**src/rtl/and_gate_3_if.sv**
```systemverilog
// Signal bundle for and_gate_3: the three AND inputs and every derived status output.
// The slave modport is the gate; the master modport is whatever drives the inputs and observes s.
interface and_gate_3_if #(
    parameter int CNT_W = 16
);
    logic             x;
    logic             y;
    logic             z;
    logic             s;
    logic             s_q;
    logic             s_rise;
    logic             s_fall;
    logic [CNT_W-1:0] high_cnt;
    logic             cnt_sat;

    modport master (
        output x, y, z,
        input  s, s_q, s_rise, s_fall, high_cnt, cnt_sat
    );

    modport slave (
        input  x, y, z,
        output s, s_q, s_rise, s_fall, high_cnt, cnt_sat
    );
endinterface

```
**src/rtl/and_gate_3.sv**
```systemverilog
// 3-input AND with registered copy, edge pulses and a saturating high-cycle counter.
// Optional macro AND_GATE3_SYNC_EN: 2-flop synchronizers on x/y/z ahead of the registered path.
module and_gate_3 #(
    parameter int CNT_W = 16
) (
    input  logic         clk,
    input  logic         rst,
    and_gate_3_if.slave  bus
);

    function automatic logic [CNT_W-1:0] sat_inc(input logic [CNT_W-1:0] v);
        if (v == {CNT_W{1'b1}}) begin
            return v;
        end
        return v + CNT_W'(1);
    endfunction

    logic             s_in;
    logic             s_q_p0;
    logic             s_rise_p0;
    logic             s_fall_p0;
    logic [CNT_W-1:0] high_cnt_p0;

    // The combinational output never passes through the synchronizers.
    assign bus.s = bus.x & bus.y & bus.z;

`ifdef AND_GATE3_SYNC_EN
    logic [2:0] xyz_p0;
    logic [2:0] xyz_p1;

    // Synchronizer stages, each input handled independently before the AND.
    always_ff @(posedge clk) begin
        if (rst) begin
            xyz_p0 <= 3'b000;
            xyz_p1 <= 3'b000;
        end else begin
            xyz_p0 <= {bus.x, bus.y, bus.z};
            xyz_p1 <= xyz_p0;
        end
    end

    assign s_in = &xyz_p1;
`else
    assign s_in = bus.s;
`endif

    // Registered stage: level, edges and counter all advance on the same edge.
    always_ff @(posedge clk) begin
        if (rst) begin
            s_q_p0      <= 1'b0;
            s_rise_p0   <= 1'b0;
            s_fall_p0   <= 1'b0;
            high_cnt_p0 <= '0;
        end else begin
            s_q_p0    <= s_in;
            s_rise_p0 <= s_in & ~s_q_p0;
            s_fall_p0 <= ~s_in & s_q_p0;
            if (s_q_p0) begin
                high_cnt_p0 <= sat_inc(high_cnt_p0);
            end
        end
    end

    assign bus.s_q      = s_q_p0;
    assign bus.s_rise   = s_rise_p0;
    assign bus.s_fall   = s_fall_p0;
    assign bus.high_cnt = high_cnt_p0;
    assign bus.cnt_sat  = (high_cnt_p0 == {CNT_W{1'b1}});

endmodule

```
**src/flat_wrapper.sv**
```systemverilog
// flat-port wrapper written by rule: the top's interface ports become plain ports
module and_gate_3_flat 
#(
    parameter int CNT_W = 16
)
  (clk, rst, bus_x, bus_y, bus_z, bus_s, bus_s_q, bus_s_rise, bus_s_fall, bus_high_cnt, bus_cnt_sat);
  and_gate_3_if #(.CNT_W(CNT_W)) bus_i ();
  input  logic clk;
  input  logic rst;
  input wire logic [$bits(bus_i.x)-1:0] bus_x;
  input wire logic [$bits(bus_i.y)-1:0] bus_y;
  input wire logic [$bits(bus_i.z)-1:0] bus_z;
  output wire logic [$bits(bus_i.s)-1:0] bus_s;
  output wire logic [$bits(bus_i.s_q)-1:0] bus_s_q;
  output wire logic [$bits(bus_i.s_rise)-1:0] bus_s_rise;
  output wire logic [$bits(bus_i.s_fall)-1:0] bus_s_fall;
  output wire logic [$bits(bus_i.high_cnt)-1:0] bus_high_cnt;
  output wire logic [$bits(bus_i.cnt_sat)-1:0] bus_cnt_sat;
  assign bus_i.x = bus_x;
  assign bus_i.y = bus_y;
  assign bus_i.z = bus_z;
  assign bus_s = bus_i.s;
  assign bus_s_q = bus_i.s_q;
  assign bus_s_rise = bus_i.s_rise;
  assign bus_s_fall = bus_i.s_fall;
  assign bus_high_cnt = bus_i.high_cnt;
  assign bus_cnt_sat = bus_i.cnt_sat;
  and_gate_3 #(.CNT_W(CNT_W)) u_core (.clk(clk), .rst(rst), .bus(bus_i));
endmodule
```
**config.mk**
```make
export PLATFORM = sky130hd
export DESIGN_NAME = and_gate_3_flat
export DESIGN_NICKNAME = d
export VERILOG_FILES = /design/src/rtl/and_gate_3_if.sv /design/src/rtl/and_gate_3.sv /design/src/flat_wrapper.sv
export SDC_FILE = /design/constraint.sdc
export NUM_CORES = 1
export LEC_CHECK = 0
export CAP_MARGIN = 20
export CORE_MARGIN = 4
export CORE_UTILIZATION = 40
export CTS_BUF_LIST = sky130_fd_sc_hd__clkbuf_8
export CTS_CLUSTER_DIAMETER = 100
export DETAILED_ROUTE_END_ITERATION = 12
export PLACE_DENSITY = 0.69
export RECOVER_POWER = 100
export SLEW_MARGIN = 10
export SYNTH_ARGS = -nofsm -noshare
export SYNTH_HDL_FRONTEND = slang
export SYNTH_SLANG_ARGS = --single-unit
```
**constraint.sdc**
```tcl
create_clock -name clk -period 1.7 [get_ports clk]
set_input_delay 0.51 -clock clk [delete_from_list [all_inputs] [get_ports clk]]
set_output_delay 0.51 -clock clk [all_outputs]
set_load 0.02 [all_outputs]
```
**Run 1: clock routing**

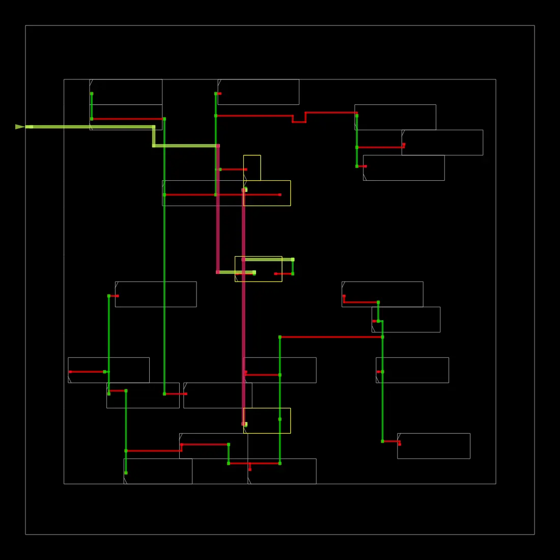
Clock Latency Late Sink: 0.26 ns
final setup skew: 0.00142 ns

**Run 1: cells colored by class**

Fill, decap, tap and diode cells in gray.
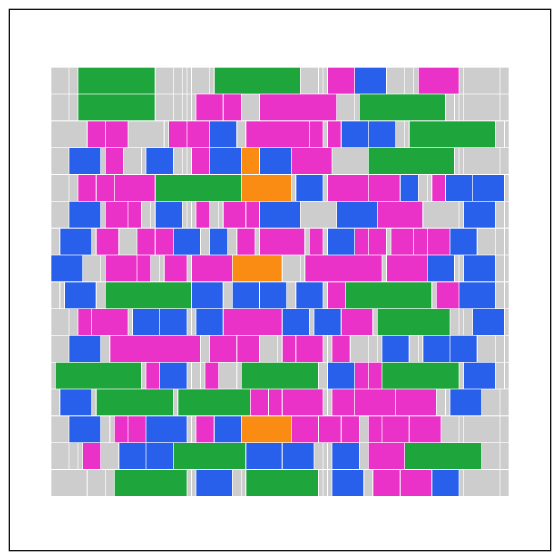
[clock drivers and dummy loads] orange | cells: 4
[combinational and other logic] magenta | cells: 79
[sequential cells] green | cells: 19
[remaining buffers and delay cells] blue | cells: 57
Cell Rows: 16
design area: 1550 sq um
Seq/total area: 0.270
Core Area: 2020 sq um
Final Util: 0.764

**Run 1: metal layers overlaid**

Two of the layers only.
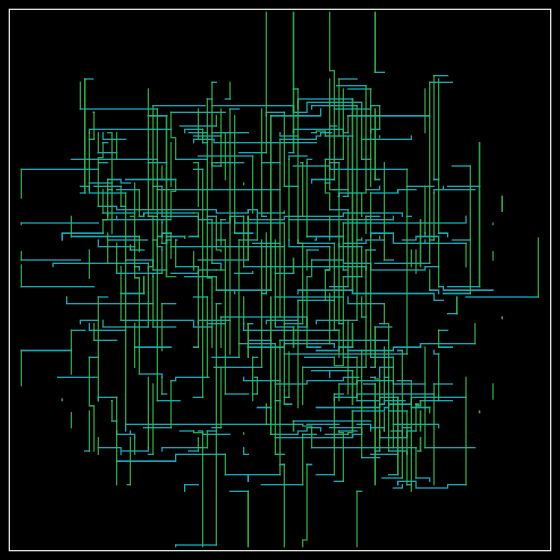
[metal 1] cyan | wire length: 1,080 um
[metal 2] green | wire length: 1,460 um
Total Routing Usage GR: 0.193
final WL: 2.74 mm
WL/cell: 14.7 um
detailed-route via count: 1,016

**Run 1: pin placement**

Pins as bars across the die edge, other pins in gray.
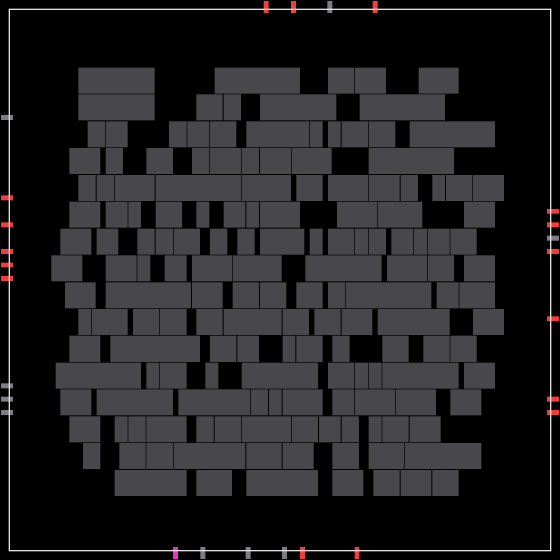
[bus_s_q] magenta | pins: 1 | direction: output | edge: south
[bus_high_cnt] red | pins: 16 | direction: output | edge: 6 east, 5 west, 3 north, 2 south
all pins by edge: 9 west, 7 east, 6 south, 4 north
DIE WIDTH: 54.8 um
IO Port Bufs: 25
Die Ht: 54.8 um

==> impl_metrics.env, run 1 <==
# physical design summary
export IMPL_status="finished with violations"
export IMPL_violations="negative setup slack"
export IMPL_finalSetupViolations=4
export IMPL_min_period_over_period=1.09
export IMPL_warnings=29
export IMPL_layout_top_cell="buf_4"
export IMPL_cp_max_fo=2
export IMPL_path_buffers=1
export IMPL_wl_met3_um=140
export IMPL_drive_gt1_frac=0.472
export IMPL_cts_setup_buffers=1
export IMPL_hold_slack_ns=0.594
export IMPL_setup_slack_ns=-0.159
export IMPL_fp_util=0.433
export IMPL_rsz0062_at_grt="yes"
export IMPL_most_common_cell="dfxtp_1"
export IMPL_antenna_found_initial=0
export IMPL_p_sw_mw=0.186
export IMPL_clkTransAtPathRegs_ns=0.08
export IMPL_syn_avg_cell_area_sq_um=8.66
export IMPL_syn_nets=107
export IMPL_gr_max_usage_layer="met2"
export IMPL_synth_seq_share=0.435
export IMPL_place_gp_congestion=0.837
export IMPL_hold_violations=0
export IMPL_cts_sinks=19
export IMPL_firstDrtPassIters=4
export IMPL_critical_path_required_ns=1.19
export IMPL_drtIter0Drc=22
export IMPL_final_antenna_net_count=0
export IMPL_tritoncts="built"
-- run 1: per-stage QoR --
stage	worst slack (ns)	area, sq um
floorplan	-0.0967	936
global placement	-0.538	1430
detailed placement	-0.557	1430
CTS	-0.120	1490
global route	-0.223	1550
finish	-0.159	1550
-- run 1: power by group through the flow --
stage                     Clock, mW  Combinational, mW  Sequential [mW]
after floorplan                   0             0.0130            0.452
after global placement            0             0.0437            0.448
after detailed placement          0             0.0448            0.448
after CTS                     0.326             0.0443            0.437
after global routing          0.338             0.0468            0.438
final                         0.325             0.0426            0.437
-- run 1: path summary, 6_finish.rpt --
| check | endpoint | slack [ns] | start | cells after the start |
|---|---|---|---|---|
| max | bus_cnt_sat | -0.16 | u_core.bus.high_cnt[10]$_SDFFE_PP0P_ | 3 |
| min | u_core.bus.s_rise$_SDFF_PP0_ | 0.59 | u_core.bus.s_q$_SDFF_PP0_ | 2 |
| max reg2reg | u_core.bus.high_cnt[13]$_SDFFE_PP0P_ | -0.13 | u_core.bus.high_cnt[8]$_SDFFE_PP0P_ | 5 |
| min reg2reg | u_core.bus.s_rise$_SDFF_PP0_ | 0.59 | u_core.bus.s_q$_SDFF_PP0_ | 2 |
-- run 1: logic make-up after synthesis --
kind of cell,synth area share
XOR/XNOR,0.0100
buffers and inverters,0.0358
flip-flops,0.435
AND-OR/OR-AND,0.137
adder cells (fa/ha/maj),0.0143
AND/OR/NAND/NOR,0.319
multiplexers,0.0486
-- run 1: area by class of cell --
type	count	area [sq um]
Multi-Input combinational cell	74	562
Timing Repair Buffer	57	467
Tap cell	27	33.8
Sequential cell	19	418
Inverter	5	18.8
Clock buffer	3	41.3
Fill cell	160	477
Clock inverter	1	5.00
## Run 2: what changed since run 1
- ABC_AREA: unset -> 1
- PLACE_DENSITY: 0.69 -> 0.67
**Run 2: metal layers overlaid**

Two of the layers only.
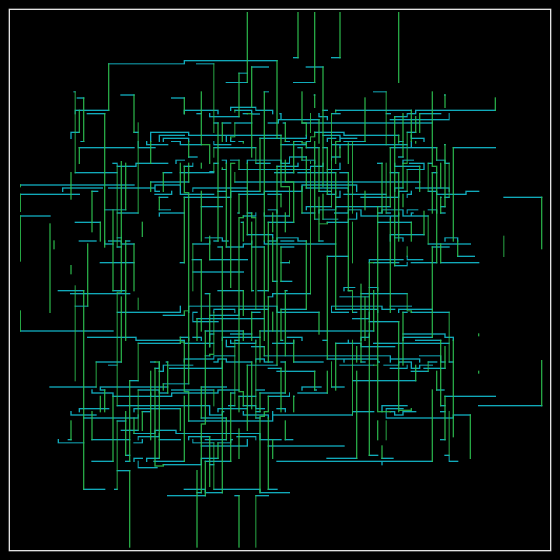
[metal 1] cyan | wire length: 1,190 um
[metal 2] green | wire length: 1,370 um
final WL: 2.75 mm
detailed-route via count: 1,200

**Run 2: clock routing**

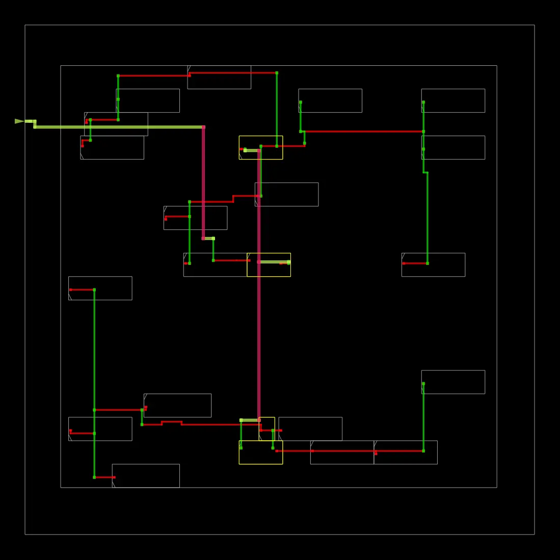
CLK BUF: 3
CTS buffer count: 3
final setup skew: 0.00845 ns
flop count: 19
clock network power: 0.326 mW

==> run 2 against run 1 <==
  * The flow still finishes with violations (negative setup slack)
  * Worst setup slack better by 0.12 ns
  * Sequential cell count stayed put
  * Synthesized cell count is 64% higher
  * Power is 2.8% higher
  * Sequential power is 3% higher
  * Clock skew is 0.0070 ns higher
  * Sequential share of layout area is 2.4 points lower
  * Worst hold slack worse by 0.0052 ns
  * Core utilization is 14 points lower
  * Highest routed layer unchanged
  * Global-route usage is 2.2 points lower
  * Critical path type unchanged
  * First-iteration DRC count is 36% higher
  * Final cell count is 34% higher
==> impl_metrics.env, run 2 <==
# physical design summary
export IMPL_grt_use_total=0.172
export IMPL_die_h_um=59.1
export IMPL_hold_violations=0
export IMPL_ys_sh_mux=0
export IMPL_fin_util=0.628
export IMPL_antenna_found_initial=0
export IMPL_final_antenna_net_count=0
export IMPL_setup_slack_ns=-0.0415
export IMPL_critical_path_required_ns=1.19
export IMPL_place_gp_congestion=0.794
export IMPL_drtIter0Drc=30
export IMPL_warnings=28
export IMPL_core_sq_um=2480
export IMPL_dieWidth_um=59.1
export IMPL_synth_seq_share=0.364
export IMPL_rr_startpoint="u_core.bus.high_cnt[2]$_SDFFE_PP0P_"
export IMPL_drive_gt1_frac=0.214
export IMPL_hold_end="u_core.bus.high_cnt[15]$_SDFFE_PP0P_"
export IMPL_edf_count=0
export IMPL_core_rowCount=18
export IMPL_ys_sh_aoi=0.0575
export IMPL_firstDrtPassIters=4
export IMPL_r2r_setup_slack_ns=0.23
export IMPL_cts_sinks=19
export IMPL_top_logic_kind="simple AND/OR/NAND/NOR gates"
export IMPL_fp_util=0.422
export IMPL_ys_sh_simple=0.468
export IMPL_layout_top_cell="nor2_1"
export IMPL_reg2reg_to="u_core.bus.high_cnt[9]$_SDFFE_PP0P_"
export IMPL_tritoncts="built"
export IMPL_syn_avg_cell_area_sq_um=6.29
export IMPL_min_path_cells=3
export IMPL_hp_start="u_core.bus.high_cnt[15]$_SDFFE_PP0P_"
export IMPL_synth_xor_area_share=0
export IMPL_syn_nets=172
export IMPL_rsz0062_at_grt="yes"
export IMPL_status="finished with violations"
export IMPL_finalSetupViolations=1
export IMPL_most_common_cell="nor2_1"
export IMPL_routedWlPerCell_um=11.0
export IMPL_ys_sh_adder=0.0120
export IMPL_clkTransAtPathRegs_ns=0.07
export IMPL_violations="negative setup slack"
export IMPL_clk_latency_ns=0.26
export IMPL_port_buffers=25
**Run 2: selected gate families**

The bar under the picture is 20 um long.
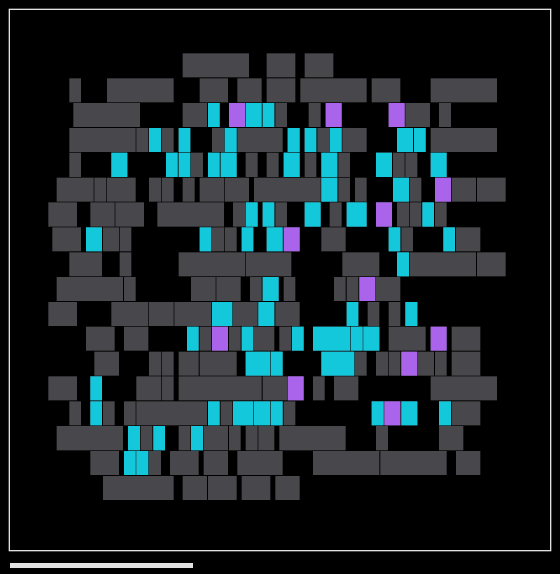
[aoi and oai cells] purple | cells: 12 | most used: a21oi_1
[nand cells] cyan | cells: 62 | most used: nand2_1

## run 2: layout make-up
type	count	area, sq um
well taps	30	37.5
flip-flops and latches	19	383
clock buffers	3	41.3
inverters	20	75.1
clock inverters	1	5.00
repair buffers	53	427
multi-input cells	124	587
fillers	251	922
## run 2: where the power goes
group / switching [mW] / internal [mW]
Sequential: 0.00233 / 0.448
Clock: 0.162 / 0.163
Combinational: 0.0283 / 0.0235
Total: 0.193 / 0.635
## run 2: routing by layer
metal  up-vias  share of wire  global-route usage
met5         -              0                   0
met4         0          0.019              0.0971
met3         7          0.053              0.0392
met2        35           0.50               0.301
met1       534           0.43               0.188
li1        624              -                   -
## run 2: timing repair
item                       CTS  global route
setup buffers                0             1
gates resized               36             5
setup endpoints to repair   20             2
pin swaps                    1             2
## run 2: cell families after synthesis
group / Yosys count
AND-OR/OR-AND: 12
flip-flops: 19
adder cells (fa/ha/maj): 1
AND/OR/NAND/NOR: 111
buffers and inverters: 23
## run 2: through the flow
step | cell area, sq um | instances | setup slack (ns) | hold WS, ns
after floorplan | 1050 | 166 | 0.0109 | 0.537
after global placement | 1510 | 245 | -0.513 | 0.567
after detailed placement | 1510 | 245 | -0.518 | 0.583
after CTS | 1540 | 249 | -0.0882 | 0.598
after global routing | 1560 | 250 | -0.115 | 0.643
final | 1560 | 250 | -0.0415 | 0.589
## run 2: critical path: cells and delay by family, from the launching register on
kind / cells / cell delay [ns]
flip-flops: 1 / 0.36
AND/OR/NAND/NOR: 4 / 0.36
adder cells (fa/ha/maj): 1 / 0.14
buffers and inverters: 1 / 0.12
Power figures rest on the tool's default switching activity, not on a simulated workload.
